--- src/rtl/app_tot_tagger.sv ---
// Comparator pulse qualifier: sync, TOT shaping, metadata tag, memory reset sequencing.
// Optional feature: define APP_TAGGER_GLITCH_FILTER_EN for two-sample rise/fall decisions.
module app_tot_tagger #(
    parameter int SYNC_STAGES = 2,
    parameter int RST_CYCLES  = 4
) (
    input  logic        clk,
    input  logic        rst,
    input  logic        vcomp,
    input  logic        timeout_enable,
    input  logic [15:0] timeout_threshold,
    output logic        TOT,
    output logic [7:0]  metadata,
    output logic        resetb_full,
    output logic [15:0] tot_width,
    output logic        width_valid,
    output logic        event_missed
);

    localparam int RCW = (RST_CYCLES > 1) ? $clog2(RST_CYCLES) : 1;

    typedef enum logic [1:0] {
        S_RESET,
        S_ARM,
        S_IDLE,
        S_HIGH
    } state_t;

    state_t state, state_n;

    logic [SYNC_STAGES-1:0] sync;
    logic                   vs;
    logic                   vs_d;
    logic [RCW-1:0]         rst_cnt, rst_cnt_n;
    logic [15:0]            cnt, cnt_n;
    logic                   tot_n;
    logic [7:0]             meta_n;
    logic                   resetb_n;
    logic [15:0]            width_n;
    logic                   wv_n;
    logic                   miss_n;
    logic                   rise_ok;
    logic                   fall_ok;
    logic                   timeout;
    logic                   rst_last;

    assign vs = sync[SYNC_STAGES-1];

`ifdef APP_TAGGER_GLITCH_FILTER_EN
    assign rise_ok = vs & vs_d;
    assign fall_ok = ~vs & ~vs_d;
`else
    assign rise_ok = vs;
    assign fall_ok = ~vs;
`endif

    assign timeout = timeout_enable
                   && (timeout_threshold != 16'd0)
                   && (cnt == timeout_threshold);

    assign rst_last = (rst_cnt == RCW'(RST_CYCLES - 1));

    always_ff @(posedge clk or posedge rst) begin
        if (rst) begin
            sync         <= '0;
            vs_d         <= 1'b0;
            state        <= S_RESET;
            rst_cnt      <= '0;
            cnt          <= '0;
            TOT          <= 1'b0;
            metadata     <= '0;
            resetb_full  <= 1'b0;
            tot_width    <= '0;
            width_valid  <= 1'b0;
            event_missed <= 1'b0;
        end else begin
            sync         <= {sync[SYNC_STAGES-2:0], vcomp};
            vs_d         <= vs;
            state        <= state_n;
            rst_cnt      <= rst_cnt_n;
            cnt          <= cnt_n;
            TOT          <= tot_n;
            metadata     <= meta_n;
            resetb_full  <= resetb_n;
            tot_width    <= width_n;
            width_valid  <= wv_n;
            event_missed <= miss_n;
        end
    end

    always_comb begin
        state_n   = state;
        rst_cnt_n = rst_cnt;
        cnt_n     = cnt;
        tot_n     = TOT;
        meta_n    = metadata;
        resetb_n  = resetb_full;
        width_n   = tot_width;
        wv_n      = 1'b0;
        miss_n    = 1'b0;
        unique case (state)
            S_RESET: begin
                // rises here are dropped; ARM waits for them to end
                miss_n = vs & ~vs_d;
                if (rst_last) begin
                    state_n   = S_ARM;
                    rst_cnt_n = '0;
                    resetb_n  = 1'b1;
                end else begin
                    rst_cnt_n = rst_cnt + 1'b1;
                end
            end
            S_ARM: begin
                if (!vs) begin
                    state_n = S_IDLE;
                end
            end
            S_IDLE: begin
                if (rise_ok) begin
                    state_n = S_HIGH;
                    tot_n   = 1'b1;
                    meta_n  = {1'b0, metadata[6:0] + 7'd1};
                    cnt_n   = 16'd1;
                end
            end
            S_HIGH: begin
                if (timeout || fall_ok) begin
                    state_n     = S_RESET;
                    tot_n       = 1'b0;
                    width_n     = cnt;
                    wv_n        = 1'b1;
                    resetb_n    = 1'b0;
                    rst_cnt_n   = '0;
                    meta_n[7]   = timeout;
                end else if (cnt != 16'hFFFF) begin
                    cnt_n = cnt + 16'd1;
                end
            end
            default: begin
                state_n = S_RESET;
            end
        endcase
    end

endmodule
--- config.mk ---
export PLATFORM = sky130hd
export DESIGN_NAME = app_tot_tagger
export DESIGN_NICKNAME = d
export VERILOG_FILES = /design/src/rtl/app_tot_tagger.sv
export SDC_FILE = /design/constraint.sdc
export NUM_CORES = 1
export LEC_CHECK = 0
export ABC_AREA = 1
export CAP_MARGIN = 25
export CORE_MARGIN = 5
export CORE_UTILIZATION = 48
export CTS_CLUSTER_DIAMETER = 80
export DETAILED_ROUTE_END_ITERATION = 6
export MAX_ROUTING_LAYER = met4
export PLACE_DENSITY = 0.87
export SYNTH_ARGS = -nofsm -noshare
export SYNTH_HDL_FRONTEND = slang
export SYNTH_SLANG_ARGS = --single-unit
--- constraint.sdc ---
create_clock -name clk -period 1.75 [get_ports clk]
set_input_delay 0.525 -clock clk [delete_from_list [all_inputs] [get_ports clk]]
set_output_delay 0.525 -clock clk [all_outputs]
set_load 0.03 [all_outputs]
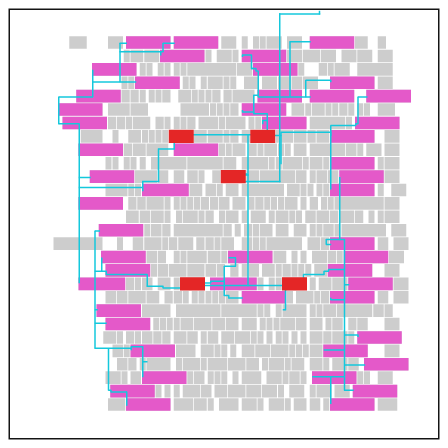
**Above:** clock distribution.
legend:
  clock wires:
    color: cyan
    length: 569 um
  flip-flops:
    color: magenta
    count: 51
  cells driving clock nets:
    color: red
    count: 5
flops lie: widely spread
Clk pwr share: 15.5%
Worst-Skew Late Latency: 0.30 ns
Clk power: 0.000742 W
Max Clock Skew: 0.00430 ns

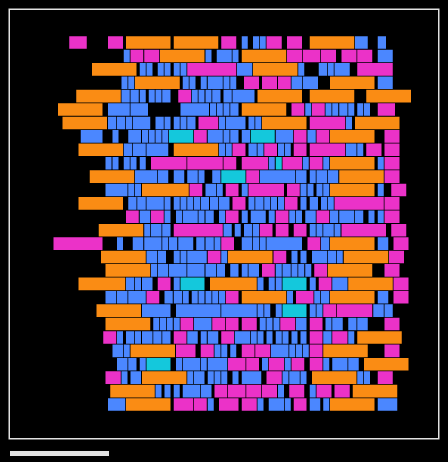
**Above:** placement by cell class.
Scale bar: 20 um.
legend:
  flip-flops:
    color: orange
    cells: 51
  all other logic:
    color: blue
    cells: 332
  clock drivers and dummy loads:
    color: cyan
    cells: 8
  other buffers and delay cells:
    color: magenta
    cells: 120
Rows: 28
post-layout utilization of the core: 76.1%
flop share of the area: 28.9%
core area: 5820 um2
Design Area, Final: 4430 um2

==> deck_impl_summary.md <==
Flow Results at a Glance

Synth
  – Post-Synthesis Cell Area: 2830 um2
  – Synth Warn #: 0
  – Adder Share, Synth: 3.09%
  – MUX share of area: 0%
  – # Cells Yosys: 391
  – Post-synthesis cell count: 391

Setup path
  – Worst r2r src: cnt[4]
  – Crit. Startpoint: timeout_threshold[9]
  – Crit path largest cell delay: 0.30 ns
  – Worst path most repeated cell: nand2_1
  – Worst EP arrival: 2.28 ns
  – Critical-path cell list: dlygate4sd2_1, inv_1, nand2_1, nand2_1, nor2_1, nand2_1, nor2_2, nand3_2, nand2_4, nand2_8, buf_12, buf_12, nand3_2, nand2_2

Layout
  – Commonest Layout Cell: nand2_1
  – # fillers: 331
  – Nets: 537
  – Logic area: 1600 um2
  – Area grow syn2layout: 56.2%

GRT
  – GR Util All Layers: 28.7%
  – Initial antenna violation count: 0

Drt
  – DRT Wirelength: 12000 um
  – DR DRC count: 3
  – Via count: 3601

Power
  – Worst IR drop on VDD: 700 uV

Timing
  – Fin crit share: 119%
  – Fmax: 480 MHz
  – Final setup violation count: 40
  – Setup slack after layout: -0.334 ns
  – Slew Viols, Final: 0
  – Post-route setup TNS: -10.11 ns

Min path
  – Hold wc startpoint: sync[0]

Floorplanning
  – I/O pin cnt: 48

Run status
  – Failing checks: design-rule violations, negative setup slack
  – Outcome: finished, violations left

Placement
  – HPWL Detailed: 5420 um

Clock tree
  – Post-cts hold buffer count: 0
  – TritonCTS Buffers: 5
  – CTS Buffer Depth: 2
  – TritonCTS clock tree: done

Run
  – Log Warnings: 32
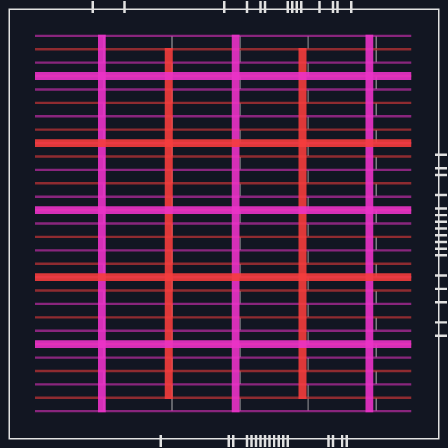
**Above:** PDN straps and rails.
Pins as bars on the die edge. Tap cells in gray.
legend:
  VSS:
    color: magenta
  VDD:
    color: red
signal pins: 48
rows: 28
met5 straps: 5
tap cells: 75
met1 rails: 29
Die H: 86.8 um
Chip Width: 86.8 um

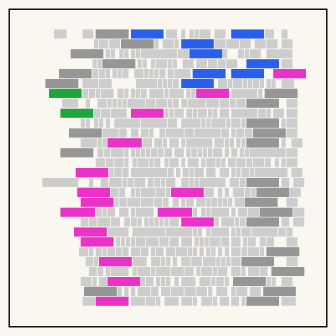
**Above:** sequential cells colored by netlist name.
Other sequential cells in the stronger gray, the rest of the logic in the fainter gray.
legend:
  metadata:
    color: blue
    placed_flops: 8
  rst_cnt:
    color: green
    placed_flops: 2
  cnt:
    color: magenta
    placed_flops: 16
Seq power: 0.00150 W
Flop area: 1280 um2

layout make-up:
class,instances,share of cell area (%)
well taps,75,2.12
inverters,44,3.99
clock buffers,8,2.26
flip-flops and latches,51,28.9
repair buffers,120,26.6
multi-input cells,288,36.1
path summary, 6_finish.rpt:
check / end / slack, ns / cells after the start
setup / recovery: cnt[2] / -0.33 / 14
hold / removal: sync[1] / 0.37 / 0
setup reg to reg: cnt[14] / -0.28 / 12
hold reg to reg: sync[1] / 0.37 / 0
max in group asynchronous: cnt[7] / 0.87 / 3
min in group asynchronous: metadata[6] / 0.64 / 3
power by group:
| group | internal, W | switching, W | total [W] |
|---|---|---|---|
| Sequential | 0.00135 | 0.000152 | 0.00150 |
| Combinational | 0.00108 | 0.00148 | 0.00255 |
| Clock | 0.000362 | 0.000380 | 0.000742 |
| Total | 0.00279 | 0.00201 | 0.00479 |
worst max-delay path: cells and delay by family:
kind | cells | cell delay [ns]
simple gates | 10 | 1.05
buf+inv | 4 | 0.70
sequential cells by signal, indices dropped and copies added (netlist names):
name	count
cnt	16
rst_cnt	2
tot_width	16
width_valid	1
resetb_full	1
TOT	1
metadata	8
vs_d	1
event_missed	1
state	2
sync	2
stage by stage:
step | instances | hold WS, ns | worst slack (ns) | power [W] | area, um2
after floorplan | 391 | 0.331 | 0.0484 | 0.00251 | 2840
after global placement | 534 | 0.331 | -0.477 | 0.00308 | 3630
after detailed placement | 534 | 0.352 | -0.530 | 0.00313 | 3630
after CTS | 579 | 0.373 | -0.108 | 0.00443 | 4260
after global routing | 586 | 0.381 | -0.431 | 0.00502 | 4430
final | 586 | 0.371 | -0.334 | 0.00479 | 4430
kinds of logic after synthesis:
kind of cell,after synthesis
and+or+nand+nor,238
buffers and inverters,53
DFF,51
AOI/OAI and AO/OA,32
xor gates and xnor gates,10
adders and majority gates,7
what timing repair did:
item                                    CTS  global route
pin swaps                                24            23
buffers inserted                         32             8
endpoints found under the setup margin   68            40
gates cloned                              6             1
resized                                 105            38
layer usage:
layer / wire length (um) / GRT usage, % / vias up
met5: 0 / - / -
met4: 862 / 13.3 / 0
met3: 1440 / 4.56 / 117
met2: 5630 / 47.5 / 364
met1: 4120 / 34.3 / 1648
li1: - / - / 1472
synth_stat cells (all sizes together):
cell / number / area [um2]
a211oi: 1 / 7.51
a21oi: 7 / 35.0
a31oi: 1 / 6.26
buf: 6 / 36.3
clkbuf: 3 / 12.5
dfrtp: 51 / 1280
ha: 7 / 87.6
inv: 44 / 165
nand2: 153 / 589
nand3: 31 / 155
nand3b: 1 / 7.51
nand4: 2 / 12.5
nor2: 37 / 146
nor3: 11 / 71.3
o21ai: 23 / 119
or2: 3 / 18.8
xnor2: 3 / 26.3
xor2: 7 / 61.3
Power is estimated from default activity; no workload was simulated.
